--- config.mk ---
export PLATFORM = sky130hd
export DESIGN_NAME = piece_controller
export DESIGN_NICKNAME = d
export VERILOG_FILES = /design/src/rtl/piece_controller_pkg.sv /design/src/rtl/piece_controller_key_repeat.sv /design/src/rtl/piece_controller.sv
export SDC_FILE = /design/constraint.sdc
export NUM_CORES = 1
export LEC_CHECK = 0
export ABC_CLOCK_PERIOD_IN_PS = 3400
export CORE_MARGIN = 5
export CORE_UTILIZATION = 50
export CTS_BUF_LIST = sky130_fd_sc_hd__clkbuf_8
export CTS_CLUSTER_SIZE = 8
export DETAILED_ROUTE_END_ITERATION = 10
export GPL_ROUTABILITY_DRIVEN = 0
export PLACE_DENSITY = 0.84
export SYNTH_ARGS = -nofsm -noshare
export SYNTH_HDL_FRONTEND = slang
export SYNTH_SLANG_ARGS = --single-unit
--- constraint.sdc ---
create_clock -name Clk -period 3.4 [get_ports Clk]
set_input_delay 1.02 -clock Clk [delete_from_list [all_inputs] [get_ports Clk]]
set_output_delay 1.02 -clock Clk [all_outputs]
set_load 0.05 [all_outputs]
--- src/rtl/piece_controller_pkg.sv ---
// Shared types and constants for the active-piece sequencer.
package piece_controller_pkg;

  // Piece colour as handed over by the randomizer; EMPTY marks "no piece".
  typedef enum logic [2:0] {
    EMPTY = 3'd0,
    BLK_I = 3'd1,
    BLK_O = 3'd2,
    BLK_T = 3'd3,
    BLK_S = 3'd4,
    BLK_Z = 3'd5,
    BLK_J = 3'd6,
    BLK_L = 3'd7
  } block_color;

  typedef enum logic [2:0] {
    IDLE       = 3'd0,
    SPAWN      = 3'd1,
    FALL       = 3'd2,
    LOCK       = 3'd3,
    WAIT_BOARD = 3'd4,
    OVER       = 3'd5
  } piece_state_t;

  localparam logic [4:0] SPAWN_X = 5'd3;
  localparam logic [4:0] SPAWN_Y = 5'd0;

  // Bit positions inside the board's can_move legality vector.
  localparam int MV_LEFT  = 4;
  localparam int MV_RIGHT = 3;
  localparam int MV_ROTR  = 2;
  localparam int MV_ROTL  = 1;
  localparam int MV_DOWN  = 0;

endpackage

--- src/rtl/piece_controller_key_repeat.sv ---
// Frame-sampled press detect with delayed auto-repeat for one held key.
// step is a strobe valid only in the frame-pulse cycle: high on the press
// frame, then DAS_FRAMES later, then every ARR_FRAMES while still held.
module key_repeat
  import piece_controller_pkg::*;
#(
  parameter int DAS_FRAMES = 10,
  parameter int ARR_FRAMES = 3
) (
  input  logic Clk,
  input  logic Reset,
  input  logic frame_tick,
  input  logic key,
  output logic step
);

  localparam int CNT_W = $clog2(DAS_FRAMES) + 1;
  localparam logic [CNT_W-1:0] DAS_LOAD = CNT_W'(DAS_FRAMES - 1);
  localparam logic [CNT_W-1:0] ARR_LOAD = CNT_W'(ARR_FRAMES - 1);
  localparam logic [CNT_W-1:0] CNT_ONE  = CNT_W'(1);

  logic             key_prev_q, key_prev_d;
  logic [CNT_W-1:0] rpt_cnt_q, rpt_cnt_d;
  logic             press;
  logic             repeat_tick;

  // Down-counter reloads on press (DAS) and on each repeat (ARR); terminal count fires a step.
  always_comb begin
    key_prev_d  = key_prev_q;
    rpt_cnt_d   = rpt_cnt_q;
    press       = frame_tick && key && !key_prev_q;
    repeat_tick = frame_tick && key && key_prev_q && (rpt_cnt_q == '0);
    step        = press || repeat_tick;
    if (frame_tick) begin
      key_prev_d = key;
      if (!key) begin
        rpt_cnt_d = '0;
      end else if (!key_prev_q) begin
        rpt_cnt_d = DAS_LOAD;
      end else if (rpt_cnt_q == '0) begin
        rpt_cnt_d = ARR_LOAD;
      end else begin
        rpt_cnt_d = rpt_cnt_q - CNT_ONE;
      end
    end
  end

  // Key history and repeat timer registers.
  always_ff @(posedge Clk) begin
    if (Reset) begin
      key_prev_q <= 1'b0;
      rpt_cnt_q  <= '0;
    end else begin
      key_prev_q <= key_prev_d;
      rpt_cnt_q  <= rpt_cnt_d;
    end
  end

endmodule

--- src/rtl/piece_controller.sv ---
// Active tetromino sequencer: one accepted move per frame, lock hand-off to
// the board, and top-out detection.
//
// state      | meaning
// -----------+----------------------------------------------------------
// IDLE       | after reset, waiting for the first frame pulse
// SPAWN      | one Clk: load next_block at the spawn origin, ack shown
// FALL       | piece live; one action evaluated per frame pulse
// LOCK       | one Clk: get_new_block shown, board takes over
// WAIT_BOARD | waiting for a frame pulse that sees BOARD_BUSY low
// OVER       | topped out; everything frozen until Reset
module piece_controller
  import piece_controller_pkg::*;
#(
  parameter int GRAVITY_FRAMES = 30,
  parameter int DAS_FRAMES     = 10,
  parameter int ARR_FRAMES     = 3
) (
  input  logic       Clk,
  input  logic       Reset,
  input  logic       frame_clk_rising_edge,
  input  logic       key_left,
  input  logic       key_right,
  input  logic       key_rot_l,
  input  logic       key_rot_r,
  input  logic       key_down,
  input  logic [4:0] can_move,
  input  logic       BOARD_BUSY,
  input  block_color next_block,
  output logic       next_ack,
  output logic [4:0] piece_x,
  output logic [4:0] piece_y,
  output logic [1:0] piece_rot,
  output block_color piece_block,
  output logic       piece_update,
  output logic       get_new_block,
  output logic       game_over
);

  localparam int GRAV_W = $clog2(GRAVITY_FRAMES) + 1;
  localparam logic [GRAV_W-1:0] GRAV_MAX = GRAV_W'(GRAVITY_FRAMES - 1);
  localparam logic [GRAV_W-1:0] GRAV_ONE = GRAV_W'(1);

  piece_state_t      state_q, state_d;
  logic [4:0]        piece_x_q, piece_x_d;
  logic [4:0]        piece_y_q, piece_y_d;
  logic [1:0]        piece_rot_q, piece_rot_d;
  block_color        piece_block_q, piece_block_d;
  logic              next_ack_q, next_ack_d;
  logic              piece_update_q, piece_update_d;
  logic              get_new_block_q, get_new_block_d;
  logic              game_over_q, game_over_d;
  logic [GRAV_W-1:0] gravity_cnt_q, gravity_cnt_d;
  logic              rot_l_prev_q, rot_l_prev_d;
  logic              rot_r_prev_q, rot_r_prev_d;

  logic left_step;
  logic right_step;
  logic do_rot_r;
  logic do_rot_l;
  logic do_left;
  logic do_right;
  logic want_down;

  key_repeat #(
    .DAS_FRAMES(DAS_FRAMES),
    .ARR_FRAMES(ARR_FRAMES)
  ) u_rep_left (
    .Clk        (Clk),
    .Reset      (Reset),
    .frame_tick (frame_clk_rising_edge),
    .key        (key_left),
    .step       (left_step)
  );

  key_repeat #(
    .DAS_FRAMES(DAS_FRAMES),
    .ARR_FRAMES(ARR_FRAMES)
  ) u_rep_right (
    .Clk        (Clk),
    .Reset      (Reset),
    .frame_tick (frame_clk_rising_edge),
    .key        (key_right),
    .step       (right_step)
  );

  // A move qualifies only if requested alone and the board says it is legal;
  // an unqualified request falls through to the next priority level.
  assign do_rot_r  = frame_clk_rising_edge && key_rot_r && !rot_r_prev_q
                     && !key_rot_l && can_move[MV_ROTR];
  assign do_rot_l  = frame_clk_rising_edge && key_rot_l && !rot_l_prev_q
                     && !key_rot_r && can_move[MV_ROTL];
  assign do_left   = left_step && !key_right && can_move[MV_LEFT];
  assign do_right  = right_step && !key_left && can_move[MV_RIGHT];
  assign want_down = key_down || (gravity_cnt_q >= GRAV_MAX);

  // Next-state and next-output logic for the sequencer.
  always_comb begin
    state_d         = state_q;
    piece_x_d       = piece_x_q;
    piece_y_d       = piece_y_q;
    piece_rot_d     = piece_rot_q;
    piece_block_d   = piece_block_q;
    next_ack_d      = 1'b0;
    get_new_block_d = 1'b0;
    game_over_d     = game_over_q;
    gravity_cnt_d   = gravity_cnt_q;
    rot_l_prev_d    = frame_clk_rising_edge ? key_rot_l : rot_l_prev_q;
    rot_r_prev_d    = frame_clk_rising_edge ? key_rot_r : rot_r_prev_q;

    unique case (state_q)
      IDLE: begin
        if (frame_clk_rising_edge) begin
          state_d    = SPAWN;
          next_ack_d = 1'b1;
        end
      end
      SPAWN: begin
        piece_x_d     = SPAWN_X;
        piece_y_d     = SPAWN_Y;
        piece_rot_d   = 2'd0;
        piece_block_d = next_block;
        gravity_cnt_d = '0;
        state_d       = FALL;
      end
      FALL: begin
        if (frame_clk_rising_edge) begin
          // Saturating, so a gravity step pre-empted by a move is retried next frame.
          gravity_cnt_d = (gravity_cnt_q >= GRAV_MAX) ? GRAV_MAX : gravity_cnt_q + GRAV_ONE;
          if (do_rot_r) begin
            piece_rot_d = piece_rot_q + 2'd1;
          end else if (do_rot_l) begin
            piece_rot_d = piece_rot_q - 2'd1;
          end else if (do_left) begin
            piece_x_d = piece_x_q - 5'd1;
          end else if (do_right) begin
            piece_x_d = piece_x_q + 5'd1;
          end else if (want_down) begin
            if (can_move[MV_DOWN]) begin
              piece_y_d     = piece_y_q + 5'd1;
              gravity_cnt_d = '0;
            end else if (piece_y_q == 5'd0) begin
              state_d     = OVER;
              game_over_d = 1'b1;
            end else begin
              state_d         = LOCK;
              get_new_block_d = 1'b1;
            end
          end
        end
      end
      LOCK: begin
        state_d = WAIT_BOARD;
      end
      WAIT_BOARD: begin
        // BUSY must already be low in the pulse cycle itself.
        if (frame_clk_rising_edge && !BOARD_BUSY) begin
          state_d    = SPAWN;
          next_ack_d = 1'b1;
        end
      end
      OVER: begin
        state_d = OVER;
      end
      default: begin
        state_d = IDLE;
      end
    endcase

    piece_update_d = (piece_x_d != piece_x_q) || (piece_y_d != piece_y_q)
                     || (piece_rot_d != piece_rot_q);
  end

  // State, piece and pulse registers with synchronous reset.
  always_ff @(posedge Clk) begin
    if (Reset) begin
      state_q         <= IDLE;
      piece_x_q       <= SPAWN_X;
      piece_y_q       <= SPAWN_Y;
      piece_rot_q     <= 2'd0;
      piece_block_q   <= EMPTY;
      next_ack_q      <= 1'b0;
      piece_update_q  <= 1'b0;
      get_new_block_q <= 1'b0;
      game_over_q     <= 1'b0;
      gravity_cnt_q   <= '0;
      rot_l_prev_q    <= 1'b0;
      rot_r_prev_q    <= 1'b0;
    end else begin
      state_q         <= state_d;
      piece_x_q       <= piece_x_d;
      piece_y_q       <= piece_y_d;
      piece_rot_q     <= piece_rot_d;
      piece_block_q   <= piece_block_d;
      next_ack_q      <= next_ack_d;
      piece_update_q  <= piece_update_d;
      get_new_block_q <= get_new_block_d;
      game_over_q     <= game_over_d;
      gravity_cnt_q   <= gravity_cnt_d;
      rot_l_prev_q    <= rot_l_prev_d;
      rot_r_prev_q    <= rot_r_prev_d;
    end
  end

  assign next_ack      = next_ack_q;
  assign piece_x       = piece_x_q;
  assign piece_y       = piece_y_q;
  assign piece_rot     = piece_rot_q;
  assign piece_block   = piece_block_q;
  assign piece_update  = piece_update_q;
  assign get_new_block = get_new_block_q;
  assign game_over     = game_over_q;

endmodule
Fig. 1: cell classes on the final placement
Bar = 20 um.
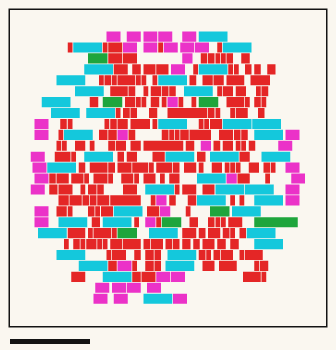
class	color	cells	share of their area
clock drivers and dummy loads	green	7	4.0%
all other logic	red	227	52%
other buffers and delay cells	magenta	43	15%
flip-flops	cyan	42	30%
Final Core Density: 0.621
area of the core: 0.00466 mm^2

Fig. 2: routing congestion map
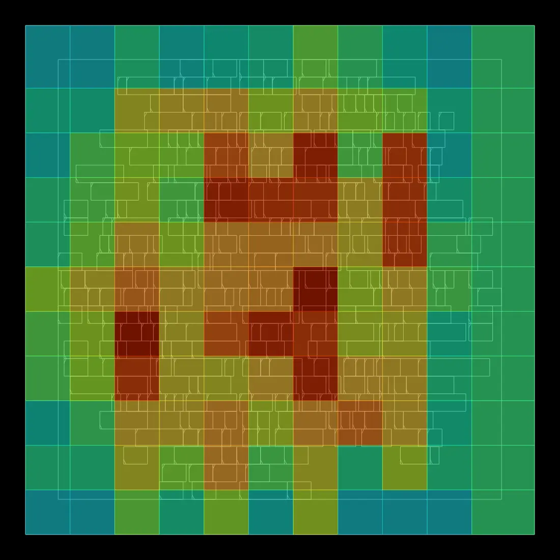
busiest grt layer: met2
DR WL/cell: 15.0 um
met1 Use GR: 0.253
met2 usage: 0.308
GRT Total Usage: 0.194

Fig. 3: nets reached from selected ports
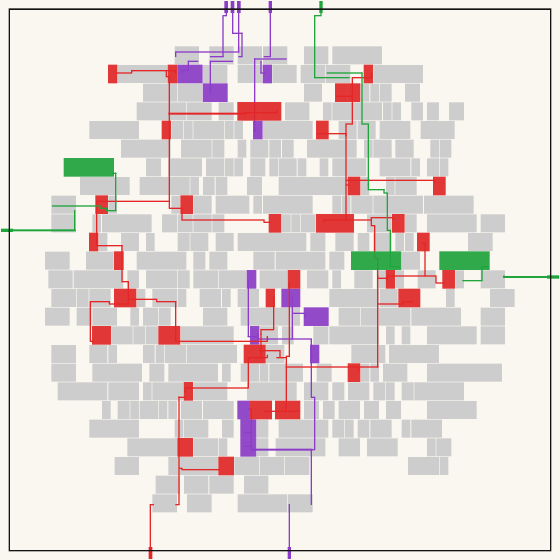
port	color	bits	direction	edge	end cells	wire
Reset	red	1	input	south	35	335 um
can_move	purple	5	input	4 north, 1 south	12	146 um
piece_block	green	3	output	1 north, 1 west, 1 east	3	94.3 um
number of I/O pins: 36
Port Buffers: 35

==> metrics.cfg <==
[final_layout]
final_cells = 373
layout-drive-gt1-share = 0.0846
diodes = 0

[grt]
grt_antenna_before_repair = 0

[power_and_ir_drop]
p_switching_w = 0.000295
combPwrFrac = 0.171
power_per_cell_area_mw_per_mm2 = 386
switching_share = 0.264
power_frac_seq = 0.472

[hold_path]
min_from = piece_block[2]
hold_path_class = flop to flop

[detailed_routing]
dr.max_layer_used = met4
drc_errors = 0

[yosys]
ys_ff = 42
postSynthAreaPerCell_um2 = 8.40
area_leaders = dfxtp_1 36%, nand2_1 6.7%, ha_1 5.8%
syn_area_mm2 = 0.00236

[run_status]
status = finished, final reports clean

[placed_design]
post-dp-hpwl_um = 4180
placed_cells = 366

[sta]
slew_headroom = 0.607
setup_viol = 0
fin_setup_tns_ns = 0

[job]
maxCapViolCount = 0

[cts]
postCtsSetupBuffers = 0

[final cells by class]
| cell class | instances | area (um^2) | share of cell area |
|---|---|---|---|
| multi-input combinational | 208 | 1390 | 0.481 |
| sequential | 42 | 841 | 0.290 |
| timing repair buffer | 43 | 410 | 0.142 |
| clock buffer | 6 | 82.6 | 0.0285 |
| inverter | 19 | 71.3 | 0.0246 |
| tap | 54 | 67.6 | 0.0233 |
| clock inverter | 1 | 30.0 | 0.0104 |
[power by group through the flow]
stage	registers (W)	clock network, W	logic, W
floorplan	0.000547	0	0.000115
global placement	0.000538	0	0.000185
detailed placement	0.000539	0	0.000189
CTS	0.000527	0.000408	0.000190
global route	0.000531	0.000427	0.000208
finish	0.000528	0.000399	0.000191
[stage by stage]
stage | area (um^2) | utilization
finish | 2900 | 0.621
global route | 2900 | 0.621
CTS | 2900 | 0.621
detailed placement | 2780 | 0.597
global placement | 2780 | 0.597
floorplan | 2360 | -
[sequential cells by signal, summed over array words and instances (netlist names)]
| signal | cells |
|---|---|
| gravity_cnt_q | 6 |
| piece_x | 5 |
| piece_y | 5 |
| u_rep_left.rpt_cnt_q | 5 |
| u_rep_right.rpt_cnt_q | 5 |
| piece_block | 3 |
| state_q | 3 |
| piece_rot | 2 |
| game_over | 1 |
| get_new_block | 1 |
| next_ack | 1 |
| piece_update | 1 |
| rot_l_prev_q | 1 |
| rot_r_prev_q | 1 |
| u_rep_left.key_prev_q | 1 |
| u_rep_right.key_prev_q | 1 |
[kinds of logic after synthesis]
logic type,after synthesis,share of synthesized area
buffers and inverters,31,0.0530
flip-flops,42,0.356
adder cells (fa/ha/maj),11,0.0583
AND/OR/NAND/NOR,113,0.244
AND-OR/OR-AND,70,0.231
XOR/XNOR,5,0.0186
multiplexers,9,0.0387
